run_1/placement.png
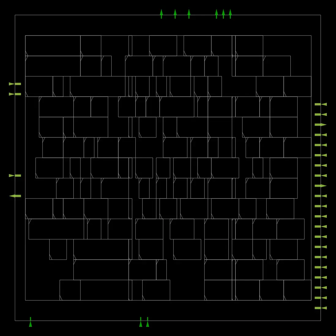
run_1/layer_met2.png
Scale: 12 px per micron.
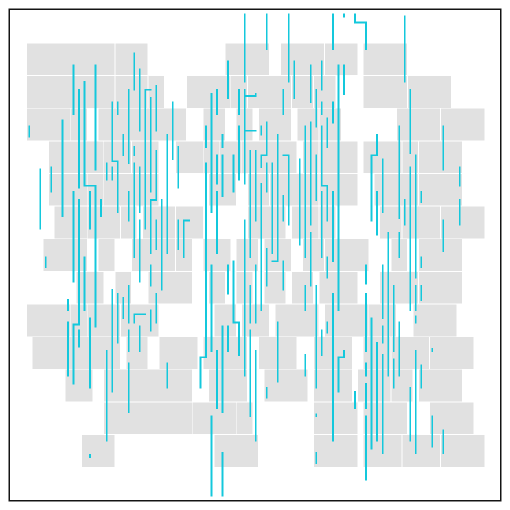
run_1/sizes.png
Scale: 6 px per micron.
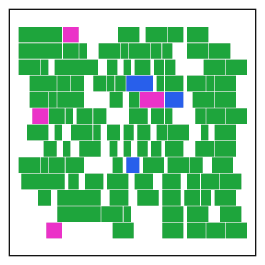
run_1/power_grid.png
Scale: 12 px per micron. Pins as bars on the die edge.
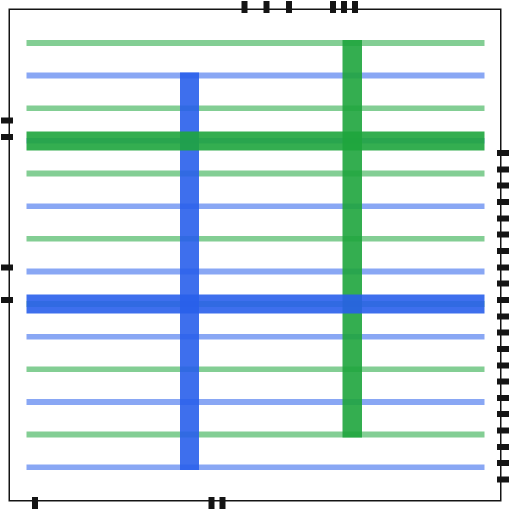
File: config.mk
export PLATFORM = sky130hd
export DESIGN_NAME = pipeline_hazard_ctrl_flat
export DESIGN_NICKNAME = d
export VERILOG_FILES = /design/src/rtl/pipeline_regs_pkg.sv /design/src/rtl/pipeline_hazard_ctrl_if.sv /design/src/rtl/hazard_detect.sv /design/src/rtl/pipeline_hazard_ctrl.sv /design/src/flat_wrapper.sv
export SDC_FILE = /design/constraint.sdc
export NUM_CORES = 1
export LEC_CHECK = 0
export ABC_CLOCK_PERIOD_IN_PS = 7890
export CAP_MARGIN = 10
export CORE_UTILIZATION = 43
export CTS_BUF_LIST = sky130_fd_sc_hd__clkbuf_4
export CTS_CLUSTER_SIZE = 28
export DETAILED_ROUTE_END_ITERATION = 6
export PLACE_DENSITY = 0.87
export SYNTH_ARGS = -nofsm -noshare
export SYNTH_HDL_FRONTEND = slang
export SYNTH_SLANG_ARGS = --single-unit
export TNS_END_PERCENT = 5
File: constraint.sdc
create_clock -name CLK -period 7.89 [get_ports CLK]
set_input_delay 2.367 -clock CLK [delete_from_list [all_inputs] [get_ports CLK]]
set_output_delay 2.367 -clock CLK [all_outputs]
set_load 0.02 [all_outputs]
File: src/rtl/pipeline_regs_pkg.sv
// Shared types for the pipeline latch sequencer: FSM states, per-latch control
// bundle, register-index width and the branch flush mask helper.
package pipeline_regs_pkg;

    localparam int unsigned REG_W  = 5;
    localparam int unsigned STAT_W = 32;

    typedef enum logic [2:0] {
        INIT,
        RUN,
        DWAIT,
        DRAIN,
        HALTED
    } hazard_state_t;

    typedef struct packed {
        logic en;
        logic flush;
    } latch_ctrl_t;

    // Bit 0 = FD, bit 1 = DE, bit 2 = EM; every latch up to the resolving stage is bubbled.
    function automatic logic [2:0] branch_flush_mask(input int unsigned stage);
        logic [2:0] m;
        m = '0;
        for (int unsigned i = 0; i < 3; i++) begin
            if (i <= stage) m[i] = 1'b1;
        end
        return m;
    endfunction

endpackage

File: src/rtl/pipeline_hazard_ctrl_if.sv
// Hazard controller <-> datapath bundle. PIPE_HAZARD_STATS_EN adds the
// stall_cyc / flush_cnt / lu_cnt counter outputs.
interface pipeline_hazard_ctrl_if;
    import pipeline_regs_pkg::*;

    logic              ihit;
    logic              dhit;
    logic              de_dmem_req;
    logic              em_dmem_req;
    logic              de_load;
    logic [REG_W-1:0]  de_rt;
    logic [REG_W-1:0]  fd_rs;
    logic [REG_W-1:0]  fd_rt;
    logic              fd_uses_rt;
    logic              br_taken;
    logic              mw_halt;

    logic              pc_en;
    logic              fd_en;
    logic              de_en;
    logic              em_en;
    logic              mw_en;
    logic              fd_flush;
    logic              de_flush;
    logic              em_flush;
    logic              halt_out;

`ifdef PIPE_HAZARD_STATS_EN
    logic [STAT_W-1:0] stall_cyc;
    logic [STAT_W-1:0] flush_cnt;
    logic [STAT_W-1:0] lu_cnt;

    modport master (
        input  ihit, dhit, de_dmem_req, em_dmem_req, de_load, de_rt, fd_rs, fd_rt,
               fd_uses_rt, br_taken, mw_halt,
        output pc_en, fd_en, de_en, em_en, mw_en, fd_flush, de_flush, em_flush,
               halt_out, stall_cyc, flush_cnt, lu_cnt
    );
    modport slave (
        output ihit, dhit, de_dmem_req, em_dmem_req, de_load, de_rt, fd_rs, fd_rt,
               fd_uses_rt, br_taken, mw_halt,
        input  pc_en, fd_en, de_en, em_en, mw_en, fd_flush, de_flush, em_flush,
               halt_out, stall_cyc, flush_cnt, lu_cnt
    );
`else
    modport master (
        input  ihit, dhit, de_dmem_req, em_dmem_req, de_load, de_rt, fd_rs, fd_rt,
               fd_uses_rt, br_taken, mw_halt,
        output pc_en, fd_en, de_en, em_en, mw_en, fd_flush, de_flush, em_flush,
               halt_out
    );
    modport slave (
        output ihit, dhit, de_dmem_req, em_dmem_req, de_load, de_rt, fd_rs, fd_rt,
               fd_uses_rt, br_taken, mw_halt,
        input  pc_en, fd_en, de_en, em_en, mw_en, fd_flush, de_flush, em_flush,
               halt_out
    );
`endif

endinterface

File: src/rtl/hazard_detect.sv
// Load-use detector: a load in DE whose destination feeds a source of the
// instruction in FD. Register 0 never stalls.
module hazard_detect
    import pipeline_regs_pkg::*;
(
    input  logic             de_load,
    input  logic [REG_W-1:0] de_rt,
    input  logic [REG_W-1:0] fd_rs,
    input  logic [REG_W-1:0] fd_rt,
    input  logic             fd_uses_rt,
    output logic             load_use
);

    always_comb begin
        load_use = de_load && (de_rt != '0) &&
                   ((de_rt == fd_rs) || (fd_uses_rt && (de_rt == fd_rt)));
    end

endmodule

File: src/rtl/pipeline_hazard_ctrl.sv
// Pipeline latch sequencer: load-use bubbles, branch flushes, I/D memory waits
// and halt drain. Define PIPE_HAZARD_STATS_EN for saturating event counters.
module pipeline_hazard_ctrl
    import pipeline_regs_pkg::*;
#(
    parameter int unsigned BRANCH_STAGE = 2,
    parameter int unsigned HALT_DRAIN   = 4
) (
    input logic                    CLK,
    input logic                    RST,
    pipeline_hazard_ctrl_if.master hz
);

    localparam int unsigned      CNT_W      = $clog2(HALT_DRAIN) + 1;
    localparam logic [CNT_W-1:0] DRAIN_LAST = CNT_W'(HALT_DRAIN - 1);
    localparam logic [2:0]       BR_FLUSH   = branch_flush_mask(BRANCH_STAGE);

    hazard_state_t    state, state_nxt;
    logic [CNT_W-1:0] drain_cnt;
    latch_ctrl_t      fd_c, de_c, em_c;
    logic             mw_en_c, pc_en_c, halt_c;
    logic             load_use, issue, br_evt, lu_evt;

    hazard_detect u_hazard_detect (
        .de_load    (hz.de_load),
        .de_rt      (hz.de_rt),
        .fd_rs      (hz.fd_rs),
        .fd_rt      (hz.fd_rt),
        .fd_uses_rt (hz.fd_uses_rt),
        .load_use   (load_use)
    );

    always_ff @(posedge CLK) begin
        if (RST) begin
            state     <= INIT;
            drain_cnt <= '0;
        end else begin
            state <= state_nxt;
            if (state == INIT)       drain_cnt <= '0;
            else if (state == DRAIN) drain_cnt <= drain_cnt + CNT_W'(1);
        end
    end

    // RUN's normal issue priority (branch, load-use, I-miss) is shared with the DWAIT release cycle.
    assign issue = ((state == RUN) && !hz.mw_halt && !(hz.em_dmem_req && !hz.dhit)) ||
                   ((state == DWAIT) && hz.dhit);

    always_comb begin
        state_nxt = state;
        fd_c      = '0;
        de_c      = '0;
        em_c      = '0;
        mw_en_c   = 1'b0;
        pc_en_c   = 1'b0;
        halt_c    = 1'b0;
        br_evt    = 1'b0;
        lu_evt    = 1'b0;

        unique case (state)
            INIT: begin
                fd_c      = '{en: 1'b1, flush: 1'b1};
                de_c      = '{en: 1'b1, flush: 1'b1};
                em_c      = '{en: 1'b1, flush: 1'b1};
                mw_en_c   = 1'b1;
                state_nxt = RUN;
            end
            RUN: begin
                if (hz.mw_halt) begin
                    mw_en_c   = 1'b1;
                    state_nxt = DRAIN;
                end else if (hz.em_dmem_req && !hz.dhit) begin
                    state_nxt = DWAIT;
                end
            end
            DWAIT: begin
                if (hz.dhit) state_nxt = RUN;
            end
            DRAIN: begin
                mw_en_c = 1'b1;
                if (drain_cnt == DRAIN_LAST) state_nxt = HALTED;
            end
            HALTED: begin
                halt_c = 1'b1;
            end
            default: state_nxt = INIT;
        endcase

        if (issue) begin
            if (hz.br_taken) begin
                // Without ihit the redirect is held: the source latch is frozen and keeps br_taken up.
                if (hz.ihit) begin
                    pc_en_c = 1'b1;
                    fd_c    = '{en: 1'b1, flush: BR_FLUSH[0]};
                    de_c    = '{en: 1'b1, flush: BR_FLUSH[1]};
                    em_c    = '{en: 1'b1, flush: BR_FLUSH[2]};
                    mw_en_c = 1'b1;
                    br_evt  = 1'b1;
                end
            end else if (load_use) begin
                de_c    = '{en: 1'b1, flush: 1'b1};
                em_c.en = 1'b1;
                mw_en_c = 1'b1;
                lu_evt  = 1'b1;
            end else if (!hz.ihit) begin
                fd_c    = '{en: 1'b1, flush: 1'b1};
                de_c.en = 1'b1;
                em_c.en = 1'b1;
                mw_en_c = 1'b1;
            end else begin
                pc_en_c = 1'b1;
                fd_c.en = 1'b1;
                de_c.en = 1'b1;
                em_c.en = 1'b1;
                mw_en_c = 1'b1;
            end
        end
    end

    assign hz.pc_en    = pc_en_c;
    assign hz.fd_en    = fd_c.en;
    assign hz.fd_flush = fd_c.flush;
    assign hz.de_en    = de_c.en;
    assign hz.de_flush = de_c.flush;
    assign hz.em_en    = em_c.en;
    assign hz.em_flush = em_c.flush;
    assign hz.mw_en    = mw_en_c;
    assign hz.halt_out = halt_c;

    // The D-cache freeze keys on the request already in EM; the DE-side request is not needed.
    logic unused_de_dmem_req;
    assign unused_de_dmem_req = hz.de_dmem_req;

`ifdef PIPE_HAZARD_STATS_EN
    logic [STAT_W-1:0] stall_q, flush_q, lu_q;
    logic              stall_evt;

    assign stall_evt = ((state == RUN) || (state == DWAIT)) && !pc_en_c;

    always_ff @(posedge CLK) begin
        if (RST || (state == INIT)) begin
            stall_q <= '0;
            flush_q <= '0;
            lu_q    <= '0;
        end else begin
            if (stall_evt && (stall_q != '1)) stall_q <= stall_q + STAT_W'(1);
            if (br_evt    && (flush_q != '1)) flush_q <= flush_q + STAT_W'(1);
            if (lu_evt    && (lu_q    != '1)) lu_q    <= lu_q + STAT_W'(1);
        end
    end

    assign hz.stall_cyc = stall_q;
    assign hz.flush_cnt = flush_q;
    assign hz.lu_cnt    = lu_q;
`else
    logic unused_evt;
    assign unused_evt = br_evt ^ lu_evt;
`endif

endmodule
File: src/flat_wrapper.sv
// flat-port wrapper written by rule: the top's interface ports become plain ports
module pipeline_hazard_ctrl_flat import pipeline_regs_pkg::*;
#(
    parameter int unsigned BRANCH_STAGE = 2,
    parameter int unsigned HALT_DRAIN   = 4
)
  (CLK, RST, hz_ihit, hz_dhit, hz_de_dmem_req, hz_em_dmem_req, hz_de_load, hz_de_rt, hz_fd_rs, hz_fd_rt, hz_fd_uses_rt, hz_br_taken, hz_mw_halt, hz_pc_en, hz_fd_en, hz_de_en, hz_em_en, hz_mw_en, hz_fd_flush, hz_de_flush, hz_em_flush, hz_halt_out);
  pipeline_hazard_ctrl_if hz_i ();
  input logic CLK;
  input logic RST;
  input wire logic [$bits(hz_i.ihit)-1:0] hz_ihit;
  input wire logic [$bits(hz_i.dhit)-1:0] hz_dhit;
  input wire logic [$bits(hz_i.de_dmem_req)-1:0] hz_de_dmem_req;
  input wire logic [$bits(hz_i.em_dmem_req)-1:0] hz_em_dmem_req;
  input wire logic [$bits(hz_i.de_load)-1:0] hz_de_load;
  input wire logic [$bits(hz_i.de_rt)-1:0] hz_de_rt;
  input wire logic [$bits(hz_i.fd_rs)-1:0] hz_fd_rs;
  input wire logic [$bits(hz_i.fd_rt)-1:0] hz_fd_rt;
  input wire logic [$bits(hz_i.fd_uses_rt)-1:0] hz_fd_uses_rt;
  input wire logic [$bits(hz_i.br_taken)-1:0] hz_br_taken;
  input wire logic [$bits(hz_i.mw_halt)-1:0] hz_mw_halt;
  output wire logic [$bits(hz_i.pc_en)-1:0] hz_pc_en;
  output wire logic [$bits(hz_i.fd_en)-1:0] hz_fd_en;
  output wire logic [$bits(hz_i.de_en)-1:0] hz_de_en;
  output wire logic [$bits(hz_i.em_en)-1:0] hz_em_en;
  output wire logic [$bits(hz_i.mw_en)-1:0] hz_mw_en;
  output wire logic [$bits(hz_i.fd_flush)-1:0] hz_fd_flush;
  output wire logic [$bits(hz_i.de_flush)-1:0] hz_de_flush;
  output wire logic [$bits(hz_i.em_flush)-1:0] hz_em_flush;
  output wire logic [$bits(hz_i.halt_out)-1:0] hz_halt_out;
  assign hz_i.ihit = hz_ihit;
  assign hz_i.dhit = hz_dhit;
  assign hz_i.de_dmem_req = hz_de_dmem_req;
  assign hz_i.em_dmem_req = hz_em_dmem_req;
  assign hz_i.de_load = hz_de_load;
  assign hz_i.de_rt = hz_de_rt;
  assign hz_i.fd_rs = hz_fd_rs;
  assign hz_i.fd_rt = hz_fd_rt;
  assign hz_i.fd_uses_rt = hz_fd_uses_rt;
  assign hz_i.br_taken = hz_br_taken;
  assign hz_i.mw_halt = hz_mw_halt;
  assign hz_pc_en = hz_i.pc_en;
  assign hz_fd_en = hz_i.fd_en;
  assign hz_de_en = hz_i.de_en;
  assign hz_em_en = hz_i.em_en;
  assign hz_mw_en = hz_i.mw_en;
  assign hz_fd_flush = hz_i.fd_flush;
  assign hz_de_flush = hz_i.de_flush;
  assign hz_em_flush = hz_i.em_flush;
  assign hz_halt_out = hz_i.halt_out;
  pipeline_hazard_ctrl #(.BRANCH_STAGE(BRANCH_STAGE), .HALT_DRAIN(HALT_DRAIN)) u_core (.CLK(CLK), .RST(RST), .hz(hz_i));
endmodule
==> impl_metrics.yaml, run 1 <==
# physical design summary
run_status:
  status: "finished, final reports clean"
route:
  drt-wirelength-per-cell_microns: 12.57
  drc: 0
  first_pass_iters: 4
  wl_met3_microns: 201
  drtIter0Drc: 14
  maxUsedRoutingLayer: "met4"
  detailroute.wirelength.met2_microns: 793
  vias: 756
  via_per_inst: 5.684
  antenna_left: 0
  drt_wl_total_microns: 1672
floorplanning:
  ios: 34
  fp_util: 0.4801
  chipArea_sq_um: 1667
  die_x_microns: 40.83
  chipHeight_microns: 40.83
final_timing:
  setup_tns_ns: 0
  worstMarginPinSlew_ns: 0.3782
  holdWs_ns: 0.5419
  hold_viol: 0
  setup_slack_ns: 0.9443
  finalMaxSlewViolations: 0
  rsz0062_at_grt: "false"
  setup_viol: 0
  slew_headroom: 0.7475
placed_design:
  port_buffers: 32
  place_area_sq_um: 963.4
  pre_cts_slack_ns: 0.9568
  dp_cells: 130
  gp_congestion: 0.7287
logic_synthesis:
  avgSynthCellArea_sq_um: 7.365
  ys_warn_count: 0
  common_cells: "10 x xnor2_1, 9 x nor2_1, 6 x dfxtp_1"
  ys_types: 35
  ys_ff: 6
  area_leaders: "dfxtp_1 19%, xnor2_1 14%, nor2_1 5.2%"
  synth.top_cell.area_share: 0.1853
  async_flop_share: 0
  ys_area_sq_um: 648.1
  postSynthCellCount: 88
  most_common_cell: "xnor2_1"
  yosys-stat-cells: 88
  ff_type: "dfxtp_1"
  synth_nets: 115
  edf_count: 0
  top_area_cell: "dfxtp_1"
finish:
  ff_latch_area_sq_um: 120.1
  logic_area_sq_um: 485.5
  fill_cells: 114
  clock_cell_area_share: 0.02284
  lay_top_count: "clkdlybuf4s50_1"
  logic_gates: 72
  drive_above_1_share: 0.05932
  final_cell_mix: "32 x clkdlybuf4s50_1, 10 x xnor2_1, 9 x nor2_1, 6 x dfxtp_1"
  area_delta_synth_final_pct: 52.12
  bufAreaShareNonClock: 0.3249
  fin_cells: 133
  diodes: 0
worst_setup_path:
  crit_chain: "clkdlybuf4s50_1, or3b_1, or3_4, a21oi_1, a211o_1, clkdlybuf4s50_1"
  cp_data_arrival_time_ns: 4.58
  crit_top_cell: "clkdlybuf4s50_1"
  critPathTopFamily: "buffers and inverters"
  crit_path_end_kind: "output pin"
  critPathBufInv: 2
  startpoint_type: "input port"
  cp_slowest_cell: "clkdlybuf4s50_1"
  r2r_start: "u_core.drain_cnt[0]"
  critical_path_required_ns: 5.52
pwr:
  totalPowerFinal_mw: 0.1169
  p_comb_frac: 0.461
  powerDensity_nw_per_um2: 118.6
  power_frac_seq: 0.294
  pwr.group.sequential_mw: 0.0343
  power_switching_mw: 0.03821
  swShare: 0.3269
  power_leader: "combinational logic"
  comb-power_mw: 0.0539
clocking:
  hold_buffers: 0
  htreeDepth: 1
  cts.path.max_buffers: 2
  clkTransAtPathRegs_ns: 0.04
  root_buffer: "clkbuf_4"
  cts_tree: "done"
  cts-buffers-inserted: 3
  post_cts.repair.setup_buffers: 0
global_routing:
  first_global_vias: 633
  grt_usage: 0.2128
  grt_antenna_before_repair: 0
  grt_pass1_wl_microns: 2373
  use_met1: 0.2104
  met3_usage: 0.04348
  gr-max-usage-layer: "met2"
  grt_overflow: 0
hold_path:
  hold_start: "u_core.drain_cnt[2]"
flow_run:
  warnings: 27
Notes on placement.png above:
core area: 1350 sq um
Seq cells: 6
row count: 13
fraction of area in registers: 0.1218
Util after Layout: 0.7303

Notes on layer_met2.png above:
wire length on this layer: 794 microns
main direction: vertical
longest straight run: 20.4 microns
share of all routed wire: 47%

Notes on sizes.png above:
| size | colour | cells |
|---|---|---|
| _3 and _4 cells | magenta | 4 |
| _2 cells | blue | 3 |
| _0 and _1 cells | green | 111 |

Notes on power_grid.png above:
| net | colour |
|---|---|
| VDD | green |
| VSS | blue |
met1 rails: 14
met5 straps: 2
met4 straps: 2
rows: 13

## run 1: logic make-up after synthesis
logic type,after synthesis,share of synthesized area
AND/OR/NAND/NOR,33,0.2722
AND-OR/OR-AND,25,0.2722
multiplexers,2,0.03089
adder cells (fa/ha/maj),2,0.03860
buffers and inverters,10,0.06564
flip-flops,6,0.1853
XOR/XNOR,10,0.1351
## run 1: registers in the layout, indices dropped and copies added (netlist names)
| signal | count |
|---|---|
| u_core.state | 3 |
| u_core.drain_cnt | 3 |
## run 1: worst paths after layout
path | cells past startpoint | to | slack [ns]
max | 6 | hz_de_flush | 0.94
min | 2 | u_core.drain_cnt[2] | 0.54
max reg2reg | 4 | u_core.state[0] | 6.45
min reg2reg | 2 | u_core.drain_cnt[2] | 0.54
--- run 2 (diff from run 1) ---
Settings changed: GPL_TIMING_DRIVEN set to 1.
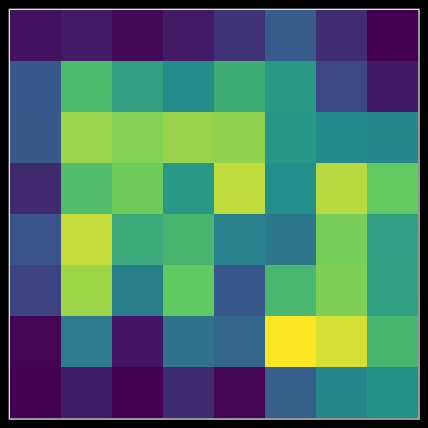
run_2/metal_density.png
Scale: 10 px per micron. 8 x 8 tiles, from dark purple (low) to yellow (high), scaled to the fullest tile. Values are wire area over tile area, all layers added.
emptiest ninth of the die: bottom left
tiles over half the peak: 45%
mean over tiles: 0.17
fullest tile: 0.38
nearly empty tiles: 7.8%

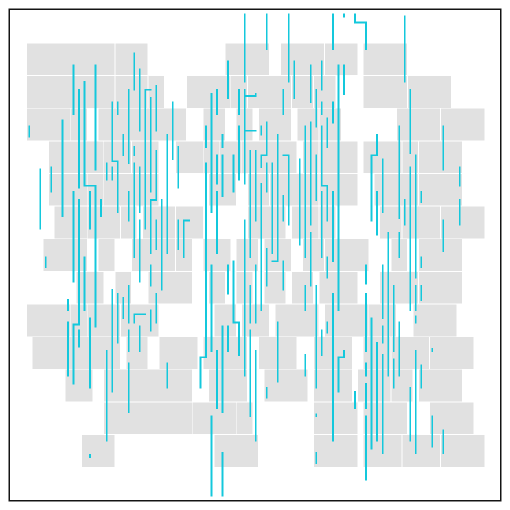
run_2/layer_met2.png
Scale: 12 px per micron.
share of all routed wire: 47%
main direction: vertical
via count: 756
drt total wl: 1672 microns

==> run 2 against run 1 <==
Effect of this change:
- synthesized cell count is the same
- sequential power about the same
- worst setup slack unchanged
- largest power group unchanged
- total power is the same
- sequential cell count did not move
- worst hold slack unchanged
- combinational power about the same
- register-to-register slack barely moved
==> impl_metrics.yaml, run 2 <==
# physical design summary
run_status:
  status: "finished, final reports clean"
flow_run:
  warnings: 27
placed_design:
  pre_cts_slack_ns: 0.9568
  port_buffers: 32
  dp_cells: 130
  place_area_sq_um: 963.4
worst_setup_path:
  crit_path_end_kind: "output pin"
  crit_chain: "clkdlybuf4s50_1, or3b_1, or3_4, a21oi_1, a211o_1, clkdlybuf4s50_1"
  crit_top_cell: "clkdlybuf4s50_1"
  critical_path_required_ns: 5.52
  reg2reg_slack_ns: 6.45
  startpoint_type: "input port"
  cp_slowest_cell: "clkdlybuf4s50_1"
  rr_worst_depth: 4
  r2r_start: "u_core.drain_cnt[0]"
  crit_end: "hz_de_flush"
  cp_data_arrival_time_ns: 4.58
logic_synthesis:
  yosys-stat-cells: 88
  synth.cell_area_sq_um: 648.1
  avgSynthCellArea_sq_um: 7.365
  synth.top_cell.area_share: 0.1853
  common_cells: "10 x xnor2_1, 9 x nor2_1, 6 x dfxtp_1"
  synth_nets: 115
  edf_count: 0
  async_flop_share: 0
  area_leaders: "dfxtp_1 19%, xnor2_1 14%, nor2_1 5.2%"
  ys_types: 35
  postSynthCellCount: 88
  ys_area_sq_um: 648.1
  ys_warn_count: 0
  top_area_cell: "dfxtp_1"
  most_common_cell: "xnor2_1"
  ff_type: "dfxtp_1"
floorplanning:
  chipHeight_microns: 40.83
  chipArea_sq_um: 1667
  die_x_microns: 40.83
  core_area_sq_um: 1350
  rows: 13
  ios: 34
  fp_util: 0.4801
clocking:
  post_cts.repair.setup_buffers: 0
  cts.path.max_buffers: 2
  cts_tree: "done"
  hold_buffers: 0
  cts-buffers-inserted: 3
  root_buffer: "clkbuf_4"
  htreeDepth: 1
pwr:
  p_comb_frac: 0.461
  swShare: 0.3269
  totalPowerFinal_mw: 0.1169
  pwr.group.sequential_mw: 0.0343
  power_leader: "combinational logic"
  power_switching_mw: 0.03821
  p_clk_frac: 0.246
  comb-power_mw: 0.0539
  power_frac_seq: 0.294
  powerDensity_nw_per_um2: 118.6
hold_path:
  hold_start: "u_core.drain_cnt[2]"
  whs_endpoint: "u_core.drain_cnt[2]"
final_timing:
  layout_min_cycle_time_ns: 6.946
  slew_headroom: 0.7475
  setup_slack_ns: 0.9443
  rsz0062_at_grt: "false"
  worstMarginPinSlew_ns: 0.3782
  holdWs_ns: 0.5419
  hold_viol: 0
  setup_viol: 0
route:
  via_per_inst: 5.684
  drtIter0Drc: 14
  detailroute.wirelength.met2_microns: 793
  wl_met3_microns: 201
  antenna_left: 0
  maxUsedRoutingLayer: "met4"
  first_pass_iters: 4
  drt-wirelength-per-cell_microns: 12.57
finish:
  final_cell_mix: "32 x clkdlybuf4s50_1, 10 x xnor2_1, 9 x nor2_1, 6 x dfxtp_1"
  fin_cells: 133
  area_delta_synth_final_pct: 52.12
  post-route-util: 0.7303
  lay_top_count: "clkdlybuf4s50_1"
global_routing:
  use_met1: 0.2104
  first_global_vias: 633
  met3_usage: 0.04348
  grt_overflow: 0
  grt_pass1_wl_microns: 2373
  gr-max-usage-layer: "met2"
  grt_antenna_before_repair: 0
## run 2: critical path: cells and delay by family
kind	cells	cell delay, ns
buf+inv	2	1.02
compound gates	2	0.29
simple gates	2	0.89
## run 2: area by class of cell
class                      count  area (sq um)
multi-input combinational     72         485.5
fill                         114         364.1
timing repair buffer          32         320.3
sequential                     6         120.1
clock buffer                   3         22.52
inverter                       5         18.77
tap                           15         18.77
## run 2: cells by family after synthesis
| family | count (synthesis) | share of synthesized area |
|---|---|---|
| AND/OR/NAND/NOR | 33 | 0.2722 |
| AND-OR/OR-AND | 25 | 0.2722 |
| XOR/XNOR | 10 | 0.1351 |
| buffers and inverters | 10 | 0.06564 |
| flip-flops | 6 | 0.1853 |
| multiplexers | 2 | 0.03089 |
| adder cells (fa/ha/maj) | 2 | 0.03860 |
run_2/power_grid.png
Scale: 12 px per micron. Pins as bars on the die edge.
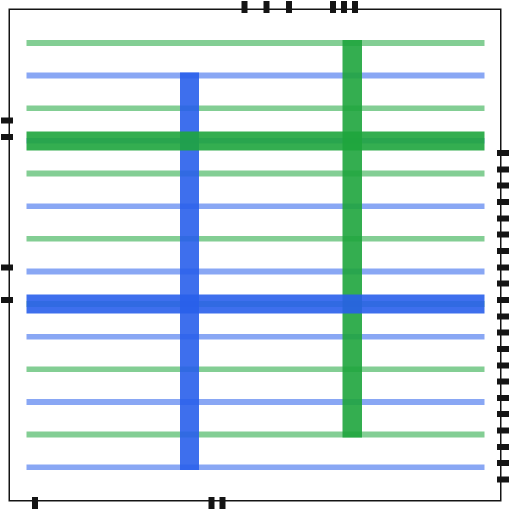

--- run 3 (diff from run 2) ---
Settings changed: ABC_CLOCK_PERIOD_IN_PS 7890 to 6550, CORE_UTILIZATION 43 to 40, PLACE_DENSITY 0.87 to 0.82.
Clock period 7.89 ns to 6.55 ns, I/O delays scaled along.
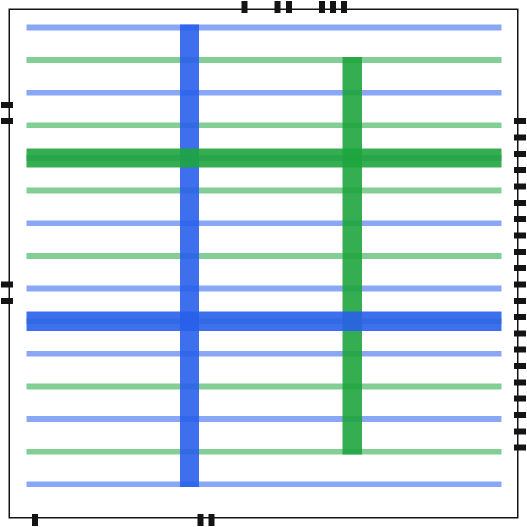
run_3/power_grid.png
Scale: 12 px per micron. Pins as bars on the die edge.
| net | colour |
|---|---|
| VSS | blue |
| VDD | green |
signal pins: 34
rows: 14

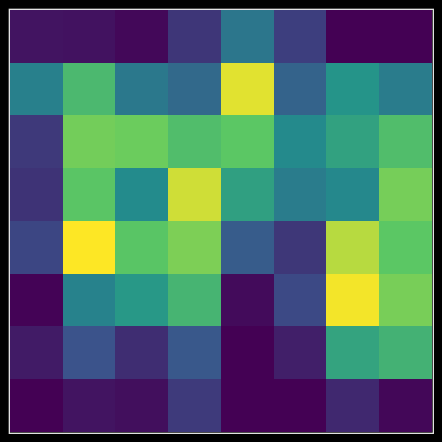
run_3/metal_density.png
Scale: 10 px per micron. 8 x 8 tiles, from dark purple (low) to yellow (high), scaled to the fullest tile. Values are wire area over tile area, all layers added.
tiles over half the peak: 38%
nearly empty tiles: 13%
emptiest ninth of the die: bottom left
mean over tiles: 0.15
fullest tile: 0.38
drt total wl: 1640 microns
Routed WL per cell: 12.24 microns

==> run 3 against run 2 <==
Effect of this change:
- synthesized area unchanged
- cell area increased by 0.13%
- sequential cell count is the same
- sequential power grew 21%
- clock skew decreased by 0.0039 ns
- largest power group unchanged
- clock power grew 9.4%
- highest routed layer is now met3
==> impl_metrics.yaml, run 3 <==
# physical design summary
run_status:
  status: "finished, final reports clean"
clocking:
  cts-buffers-inserted: 3
  post_cts.repair.setup_buffers: 0
  htreeDepth: 1
  cts.path.max_buffers: 2
  hold_buffers: 0
  cts_tree: "done"
pwr:
  totalPowerFinal_mw: 0.1376
  pwr.group.sequential_mw: 0.0415
  p_clk_frac: 0.228
  comb-power_mw: 0.0647
  powerDensity_nw_per_um2: 139.4
  power_leader: "combinational logic"
  swShare: 0.3122
placed_design:
  dp_cells: 131
  gp_congestion: 0.7411
  place_area_sq_um: 964.7
logic_synthesis:
  avgSynthCellArea_sq_um: 7.365
  ys_types: 35
  edf_count: 0
  area_leaders: "dfxtp_1 19%, xnor2_1 14%, nor2_1 5.2%"
  ys_warn_count: 0
  synth_nets: 115
  top_area_cell: "dfxtp_1"
  common_cells: "10 x xnor2_1, 9 x nor2_1, 6 x dfxtp_1"
  async_flop_share: 0
final_timing:
  hold_viol: 0
  setup_viol: 0
  layout_min_cycle_time_ns: 6.127
  rsz0062_at_grt: "false"
  setup_slack_ns: 0.4225
  finalMaxSlewViolations: 0
floorplanning:
  ios: 34
  rows: 14
  chipHeight_microns: 42.25
global_routing:
  grt_usage: 0.1908
  gr-max-usage-layer: "met2"
  use_met1: 0.1763
  grt_pass1_wl_microns: 2711
  grt_antenna_before_repair: 0
  grt_overflow: 0
  first_global_vias: 695
  met3_usage: 0.06466
route:
  drtIter0Drc: 10
  via_per_inst: 5.493
  vias: 736
  detailroute.wirelength.met2_microns: 833
  antenna_left: 0
  drc: 0
worst_setup_path:
  crit_top_cell: "clkdlybuf4s50_1"
  reg2reg_slack_ns: 5.10
  rr_endpoint: "u_core.state[0]"
  critPathBufInv: 2
  cp_data_arrival_time_ns: 4.16
  critPathTopFamily: "buffers and inverters"
  r2r_start: "u_core.drain_cnt[0]"
finish:
  diodes: 0
  lay_top_count: "clkdlybuf4s50_1"
  largestRegisters: "u_core.drain_cnt x3, u_core.state x3"
  post-route-util: 0.6553
hold_path:
  hold_depth: 2
  hold_start: "u_core.drain_cnt[2]"
flow_run:
  warnings: 27
-- run 3: cells by family after synthesis --
logic type,Yosys count,share of synthesized area
compound gates,25,0.2722
xor+xnor,10,0.1351
fa+ha+maj,2,0.03860
buf+inv,10,0.06564
flops,6,0.1853
mux,2,0.03089
simple gates,33,0.2722
-- run 3: area by class of cell --
type,instances,area (sq um)
fill,147,519.2
multi-input combinational,72,485.5
timing repair buffer,32,320.3
sequential,6,120.1
clock buffer,3,22.52
tap,16,20.02
inverter,5,18.77
-- run 3: worst max-delay path by stage --
stage | endpoint | cells after the start
2_1_floorplan | hz_fd_en | 5
3_3_place_gp | hz_de_flush | 6
3_5_place_dp | hz_de_flush | 6
4_1_cts | hz_de_flush | 6
5_1_grt | hz_fd_en | 6
6_report | hz_de_flush | 6
Power figures rest on the tool's default switching activity, not on a simulated workload.
